### src/rtl/axis_ft245_device_pkg.sv
// Shared definitions for the FT245 device model: FSM encodings, strobe indices and sampling depth.
// Define AXIS_FT245_DEVICE_SYNC_EN to add a 2-flop synchronizer ahead of strobe/data sampling.
package axis_ft245_device_pkg;

    typedef enum logic [1:0] {
        RD_IDLE,
        RD_ACTIVE,
        RD_RECOVER
    } rd_state_t;

    typedef enum logic [1:0] {
        WR_IDLE,
        WR_ACTIVE,
        WR_RECOVER
    } wr_state_t;

    // Inactive level of the active-low bus strobes.
    localparam logic IDLE_LEVEL = 1'b1;

    localparam int STROBE_COUNT = 3;
    localparam int STB_RD       = 0;
    localparam int STB_WR       = 1;
    localparam int STB_SIWU     = 2;

`ifdef AXIS_FT245_DEVICE_SYNC_EN
    localparam int SYNC_STAGES = 2;
`else
    localparam int SYNC_STAGES = 0;
`endif

    localparam int SAMPLE_DEPTH = SYNC_STAGES + 1;

endpackage

### src/rtl/ft245_byte_fifo.sv
// Synchronous byte FIFO with first-word-fall-through head and registered full/empty flags.
module ft245_byte_fifo #(
    parameter int ADDR_WIDTH = 4
) (
    input  logic       clk,
    input  logic       rst,
    input  logic [7:0] push_data,
    input  logic       push,
    input  logic       pop,
    output logic [7:0] head,
    output logic       full,
    output logic       empty
);

    localparam int DEPTH = 1 << ADDR_WIDTH;

    logic [7:0]            mem [DEPTH];
    logic [ADDR_WIDTH-1:0] wr_ptr_reg;
    logic [ADDR_WIDTH-1:0] rd_ptr_reg;
    logic [ADDR_WIDTH:0]   count_reg;
    logic [ADDR_WIDTH:0]   count_next;
    logic                  full_reg;
    logic                  empty_reg;
    logic                  do_push;
    logic                  do_pop;

    // A push into a full FIFO is allowed when the same cycle frees a slot.
    assign do_pop     = pop && !empty_reg;
    assign do_push    = push && (!full_reg || do_pop);
    assign count_next = count_reg + (ADDR_WIDTH + 1)'(do_push) - (ADDR_WIDTH + 1)'(do_pop);

    always_ff @(posedge clk) begin
        if (do_push) begin
            mem[wr_ptr_reg] <= push_data;
        end
    end

    always_ff @(posedge clk) begin
        if (rst) begin
            wr_ptr_reg <= '0;
            rd_ptr_reg <= '0;
            count_reg  <= '0;
            full_reg   <= 1'b0;
            empty_reg  <= 1'b1;
        end else begin
            if (do_push) begin
                wr_ptr_reg <= wr_ptr_reg + 1'b1;
            end
            if (do_pop) begin
                rd_ptr_reg <= rd_ptr_reg + 1'b1;
            end
            count_reg <= count_next;
            full_reg  <= (count_next == (ADDR_WIDTH + 1)'(DEPTH));
            empty_reg <= (count_next == '0);
        end
    end

    assign head  = mem[rd_ptr_reg];
    assign full  = full_reg;
    assign empty = empty_reg;

endmodule

### src/rtl/axis_ft245_device.sv
// FT245 FIFO-chip device model: AXI-stream on the USB side, rd_n/wr_n strobe responder on the bus side.
// Define AXIS_FT245_DEVICE_SYNC_EN to pass strobes and d_in through a 2-flop synchronizer first.
module axis_ft245_device
    import axis_ft245_device_pkg::*;
#(
    parameter int RX_ADDR_WIDTH       = 4,
    parameter int TX_ADDR_WIDTH       = 4,
    parameter int RXF_INACTIVE_CYCLES = 2,
    parameter int TXE_INACTIVE_CYCLES = 2
) (
    input  logic       clk,
    input  logic       rst,
    input  logic [7:0] ft245_d_in,
    output logic [7:0] ft245_d_out,
    output logic       ft245_d_oe,
    input  logic       ft245_rd_n,
    input  logic       ft245_wr_n,
    output logic       ft245_rxf_n,
    output logic       ft245_txe_n,
    input  logic       ft245_siwu_n,
    input  logic [7:0] input_axis_tdata,
    input  logic       input_axis_tvalid,
    output logic       input_axis_tready,
    output logic [7:0] output_axis_tdata,
    output logic       output_axis_tvalid,
    input  logic       output_axis_tready,
    output logic       send_immediate,
    output logic       rd_underflow,
    output logic       wr_overflow
);

    logic [STROBE_COUNT-1:0] strobe_pipe_reg [SAMPLE_DEPTH];
    logic [7:0]              din_pipe_reg    [SAMPLE_DEPTH];
    logic [STROBE_COUNT-1:0] strobe_prev_reg;
    logic [STROBE_COUNT-1:0] strobe_s;
    logic [STROBE_COUNT-1:0] strobe_fall;
    logic [STROBE_COUNT-1:0] strobe_rise;
    logic [7:0]              din_s;

    always_ff @(posedge clk) begin
        if (rst) begin
            for (int i = 0; i < SAMPLE_DEPTH; i++) begin
                strobe_pipe_reg[i] <= {STROBE_COUNT{IDLE_LEVEL}};
                din_pipe_reg[i]    <= 8'h00;
            end
            strobe_prev_reg <= {STROBE_COUNT{IDLE_LEVEL}};
        end else begin
            strobe_pipe_reg[0] <= {ft245_siwu_n, ft245_wr_n, ft245_rd_n};
            din_pipe_reg[0]    <= ft245_d_in;
            for (int i = 1; i < SAMPLE_DEPTH; i++) begin
                strobe_pipe_reg[i] <= strobe_pipe_reg[i-1];
                din_pipe_reg[i]    <= din_pipe_reg[i-1];
            end
            strobe_prev_reg <= strobe_s;
        end
    end

    assign strobe_s = strobe_pipe_reg[SAMPLE_DEPTH-1];
    assign din_s    = din_pipe_reg[SAMPLE_DEPTH-1];

    genvar gi;
    generate
        for (gi = 0; gi < STROBE_COUNT; gi++) begin : g_edge
            assign strobe_fall[gi] = (strobe_prev_reg[gi] == IDLE_LEVEL) && (strobe_s[gi] != IDLE_LEVEL);
            assign strobe_rise[gi] = (strobe_prev_reg[gi] != IDLE_LEVEL) && (strobe_s[gi] == IDLE_LEVEL);
        end
    endgenerate

    logic [7:0] rx_head;
    logic       rx_full;
    logic       rx_empty;
    logic       rx_push;
    logic       rx_pop;
    logic [7:0] tx_head;
    logic       tx_full;
    logic       tx_empty;
    logic       tx_push;
    logic       tx_pop;
    logic       ready_armed_reg;

    assign rx_push = input_axis_tvalid && input_axis_tready;
    assign tx_pop  = output_axis_tvalid && output_axis_tready;

    ft245_byte_fifo #(.ADDR_WIDTH(RX_ADDR_WIDTH)) u_rx_fifo (
        .clk       (clk),
        .rst       (rst),
        .push_data (input_axis_tdata),
        .push      (rx_push),
        .pop       (rx_pop),
        .head      (rx_head),
        .full      (rx_full),
        .empty     (rx_empty)
    );

    ft245_byte_fifo #(.ADDR_WIDTH(TX_ADDR_WIDTH)) u_tx_fifo (
        .clk       (clk),
        .rst       (rst),
        .push_data (din_s),
        .push      (tx_push),
        .pop       (tx_pop),
        .head      (tx_head),
        .full      (tx_full),
        .empty     (tx_empty)
    );

    rd_state_t  rd_state_reg, rd_state_next;
    wr_state_t  wr_state_reg, wr_state_next;
    logic [7:0] rd_cnt_reg, rd_cnt_next;
    logic [7:0] wr_cnt_reg, wr_cnt_next;
    logic       rd_uf_reg, rd_uf_next;
    logic       underflow_reg, underflow_next;
    logic       overflow_reg, overflow_next;
    logic       siwu_reg;
    logic       rxf_int;
    logic       txe_int;

    assign rxf_int = (rd_state_reg != RD_IDLE) || rx_empty;
    assign txe_int = (wr_state_reg != WR_IDLE) || tx_full;

    // A fall seen while rxf_n is high starts a dummy read: bus shows 0x00 and nothing is popped.
    always_comb begin
        rd_state_next  = rd_state_reg;
        rd_cnt_next    = rd_cnt_reg;
        rd_uf_next     = rd_uf_reg;
        rx_pop         = 1'b0;
        underflow_next = 1'b0;
        case (rd_state_reg)
            RD_IDLE, RD_RECOVER: begin
                if (strobe_fall[STB_RD]) begin
                    rd_state_next  = RD_ACTIVE;
                    rd_uf_next     = rxf_int;
                    underflow_next = rxf_int;
                end else if (rd_state_reg == RD_RECOVER) begin
                    if (rd_cnt_reg <= 8'd1) begin
                        rd_state_next = RD_IDLE;
                    end else begin
                        rd_cnt_next = rd_cnt_reg - 8'd1;
                    end
                end
            end
            RD_ACTIVE: begin
                if (strobe_rise[STB_RD]) begin
                    rx_pop      = !rd_uf_reg;
                    rd_cnt_next = 8'(RXF_INACTIVE_CYCLES);
                    rd_state_next = (RXF_INACTIVE_CYCLES == 0) ? RD_IDLE : RD_RECOVER;
                end
            end
            default: rd_state_next = RD_IDLE;
        endcase
    end

    always_comb begin
        wr_state_next = wr_state_reg;
        wr_cnt_next   = wr_cnt_reg;
        tx_push       = 1'b0;
        overflow_next = 1'b0;
        case (wr_state_reg)
            WR_IDLE, WR_RECOVER: begin
                if (strobe_fall[STB_WR]) begin
                    wr_state_next = WR_ACTIVE;
                    tx_push       = 1'b1;
                    overflow_next = tx_full && !tx_pop;
                end else if (wr_state_reg == WR_RECOVER) begin
                    if (wr_cnt_reg <= 8'd1) begin
                        wr_state_next = WR_IDLE;
                    end else begin
                        wr_cnt_next = wr_cnt_reg - 8'd1;
                    end
                end
            end
            WR_ACTIVE: begin
                if (strobe_rise[STB_WR]) begin
                    wr_cnt_next   = 8'(TXE_INACTIVE_CYCLES);
                    wr_state_next = (TXE_INACTIVE_CYCLES == 0) ? WR_IDLE : WR_RECOVER;
                end
            end
            default: wr_state_next = WR_IDLE;
        endcase
    end

    always_ff @(posedge clk) begin
        if (rst) begin
            rd_state_reg    <= RD_IDLE;
            wr_state_reg    <= WR_IDLE;
            rd_cnt_reg      <= 8'd0;
            wr_cnt_reg      <= 8'd0;
            rd_uf_reg       <= 1'b0;
            underflow_reg   <= 1'b0;
            overflow_reg    <= 1'b0;
            siwu_reg        <= 1'b0;
            ready_armed_reg <= 1'b0;
        end else begin
            rd_state_reg    <= rd_state_next;
            wr_state_reg    <= wr_state_next;
            rd_cnt_reg      <= rd_cnt_next;
            wr_cnt_reg      <= wr_cnt_next;
            rd_uf_reg       <= rd_uf_next;
            underflow_reg   <= underflow_next;
            overflow_reg    <= overflow_next;
            siwu_reg        <= strobe_fall[STB_SIWU];
            ready_armed_reg <= 1'b1;
        end
    end

    // Bus-facing levels are forced idle while rst is held so d_oe drops within the reset cycle.
    assign ft245_d_oe         = !rst && (rd_state_reg == RD_ACTIVE);
    assign ft245_d_out        = (ft245_d_oe && !rd_uf_reg) ? rx_head : 8'h00;
    assign ft245_rxf_n        = rst || rxf_int;
    assign ft245_txe_n        = rst || txe_int;
    assign input_axis_tready  = ready_armed_reg && !rx_full;
    assign output_axis_tdata  = tx_head;
    assign output_axis_tvalid = !rst && !tx_empty;
    assign send_immediate     = siwu_reg;
    assign rd_underflow       = underflow_reg;
    assign wr_overflow        = overflow_reg;

endmodule

### config.mk
export PLATFORM = sky130hd
export DESIGN_NAME = axis_ft245_device
export DESIGN_NICKNAME = d
export VERILOG_FILES = /design/src/rtl/axis_ft245_device_pkg.sv /design/src/rtl/ft245_byte_fifo.sv /design/src/rtl/axis_ft245_device.sv
export SDC_FILE = /design/constraint.sdc
export NUM_CORES = 1
export LEC_CHECK = 0
export CAP_MARGIN = 20
export CORE_UTILIZATION = 52
export CTS_BUF_LIST = sky130_fd_sc_hd__clkbuf_8
export CTS_CLUSTER_DIAMETER = 50
export DETAILED_ROUTE_END_ITERATION = 7
export GPL_TIMING_DRIVEN = 0
export PLACE_DENSITY_LB_ADDON = 0.12
export SYNTH_ARGS = -nofsm -noshare
export SYNTH_HDL_FRONTEND = slang
export SYNTH_SLANG_ARGS = --single-unit
export TNS_END_PERCENT = 100
### constraint.sdc
create_clock -name clk -period 5.9 [get_ports clk]
set_clock_uncertainty 0.2 [all_clocks]
set_input_delay 0.59 -clock clk [delete_from_list [all_inputs] [get_ports clk]]
set_output_delay 0.59 -clock clk [all_outputs]
set_load 0.05 [all_outputs]
### M3 wires

(2 px per µm) Cells faint in the background.
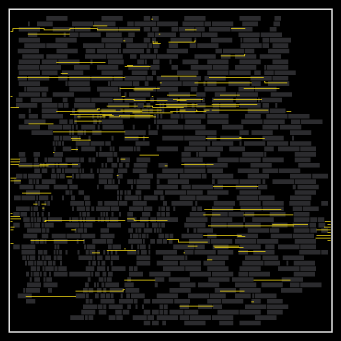
main direction	horizontal
share of all routed wire	6.2%
nets with wire on the layer	81

### The clock network

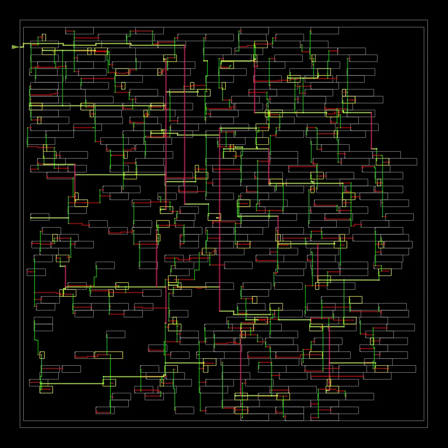
CTS sink count: 333
clk_lat worst skew: 0.57 ns
flop count: 333
Clock Power: 1800 µW
clkbuf count: 58

==> flow_summary.yaml <==
# implementation run metrics
outcome:
  status: "complete, no violations"
floorplan:
  die_area_um2: 25800
  fp-utilization_pct: 53.5
  io_pins: 47
  core_um2: 24500
  row_count: 57
  dieHeight_um: 161
synth:
  synthFlopType: "edfxtp_1"
  syn_avg_cell_area_um2: 17.1
  synth_cell_types: 48
  yosysCellCount: 766
  ys_seq_share_pct: 70.6
  syn-num-nets: 814
  ys.warnings.count: 0
  ys_chip_area_um2: 13100
  edf_count: 256
  synthesis.area_um2: 13100
clocking:
  cts-resized-gates: 0
  root_buffer: "clkbuf_8"
  htreeDepth: 2
  cts_tree: "yes"
final_timing:
  tns_ns: 0
  finalCriticalPeriod_ns: 4.15
  finalHoldViolCount: 0
  fin_crit_sh_pct: 70.4
  worst_pin_slew_ns: 0.928
worst_setup_path:
  criticalPathCategory: "reg2out"
  crit_path_start_kind: "register"
  path_max_fanout: 10
place:
  numPortBuffers: 46
  place_congestion: 0.799
  dp_hpwl_um: 17200
finish:
  layout-drive-gt1-share_pct: 18.7
  comb_area_um2: 3590
  diodes: 0
  n_fill_cell: 1768
drt:
  ant_nets: 0
  vias: 6925
  routedWlPerCell_um: 20.3
  route.detailed.drc: 0
global_route:
  use_met1_pct: 28.5
  use_met3_pct: 3.93
  grt.busiest_layer: "met2"
run:
  drv_cap: 0
  warnings: 34
### Cell classes on the final placement

(1.5 px per µm)
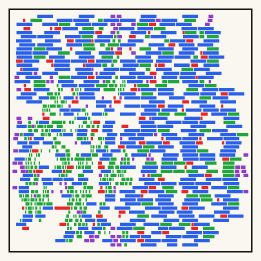
class	colour	cells	share of their area
remaining logic cells	green	395	25%
clock drivers and dummy loads	red	98	6.8%
remaining buffers and delay cells	purple	88	4.5%
registers	blue	333	63%

## power by group
group	internal [µW]	switching, µW	total (µW)
Combinational	239	315	554
Clock	947	855	1800
Sequential	2590	46.4	2630
## cells by family after synthesis
logic type	synth area share [%]
flops	70.6
mux	13.6
buf+inv	1.99
fa+ha+maj	2.51
compound gates	2.35
xor+xnor	1.74
simple gates	7.22
## layout make-up
class                      instances  share of cell area (%)
tap                              324                    2.71
inverter                          24                   0.602
clock buffer                      58                    5.33
sequential                       333                    61.7
multi-input combinational        371                    24.0
timing repair buffer              50                    3.28
buffer                            38                    1.14
clock inverter                    40                    1.28
## synthesized netlist by cell type (2+ instances only)
master    count  share of area (%)
nor3_1       10               0.38
nand2_1      24               0.69
o21ai_0       6               0.23
xnor2_1       7               0.47
or4_1         4               0.23
mux4_2       72                 12
and4_1        6               0.40
a21oi_1      17               0.65
inv_1        24               0.69
nand2b_1     10               0.48
o31ai_1       3               0.17
o211ai_1      2               0.11
or2_2         9               0.43
nand3_1       3               0.11
clkbuf_1     16               0.46
buf_1        10               0.29
or3_2         2               0.11
nor2b_1      15               0.72
buf_4         5               0.29
a21o_1        3               0.17
nor4_1        3               0.14
fa_1          2               0.31
nor3b_1       2               0.11
nand4_1       5               0.24
mux2i_1      16                1.2
and2_1       13               0.62
or3_1         3               0.14
xor2_1       19                1.3
buf_2         7               0.27
o22ai_1       8               0.38
dfxtp_1      77                 12
nor2_1       69                2.0
a311oi_1      2               0.13
ha_1         23                2.2
edfxtp_1    256                 59
## final timing paths
check,from,end,slack [ns],cells past startpoint
hold / removal,strobe_prev_reg[2],send_immediate,0.21,2
setup / recovery,register,ft245_d_out[2],1.75,5
setup reg to reg,u_tx_fifo.empty,u_tx_fifo.empty,2.84,11
hold reg to reg,strobe_prev_reg[2],send_immediate,0.21,2
## per-stage QoR
| stage | cell area (µm²) | hold slack (ns) | power [µW] | setup WS (ns) | utilization (%) |
|---|---|---|---|---|---|
| final | 15000 | 0.212 | 4990 | 1.75 | 61.2 |
| after global routing | 15000 | 0.234 | 5200 | 1.59 | 61.2 |
| after CTS | 15000 | 0.218 | 5040 | 1.70 | 61.2 |
| after detailed placement | 14000 | 0.208 | 3240 | 1.85 | 57.1 |
| after global placement | 13900 | 0.210 | 3210 | 1.89 | 57.0 |
| after floorplan | 13100 | 0.192 | 3070 | 2.90 | - |
## critical path, cell delays in order, from the launching register on
cell and delay [ns]:
dfxtp_1 0.30, clkbuf_1 0.28, buf_1 0.74, mux2i_1 0.30, o22ai_1 0.30, clkdlybuf4s50_1 0.85
## cells in the final DEF, fill, tap and decap left out, types with 19 or more instances in the layout
cell type | synthesis | layout
nor2_1 | 69 | 69
ha_1 | 23 | 23
inv_1 | 24 | 50
dfxtp_1 | 77 | 77
clkbuf_8 | 0 | 58
xor2_1 | 19 | 19
clkdlybuf4s50_1 | 0 | 46
mux4_2 | 72 | 72
nand2_1 | 24 | 24
edfxtp_1 | 256 | 256
## per-layer routing
layer  part of all wire (%)  routed length [µm]
met1                     44               11000
met4                    1.9                 488
met2                     48               12200
met3                    6.2                1560
met5                      0                   0
Power figures rest on the tool's default switching activity, not on a simulated workload.
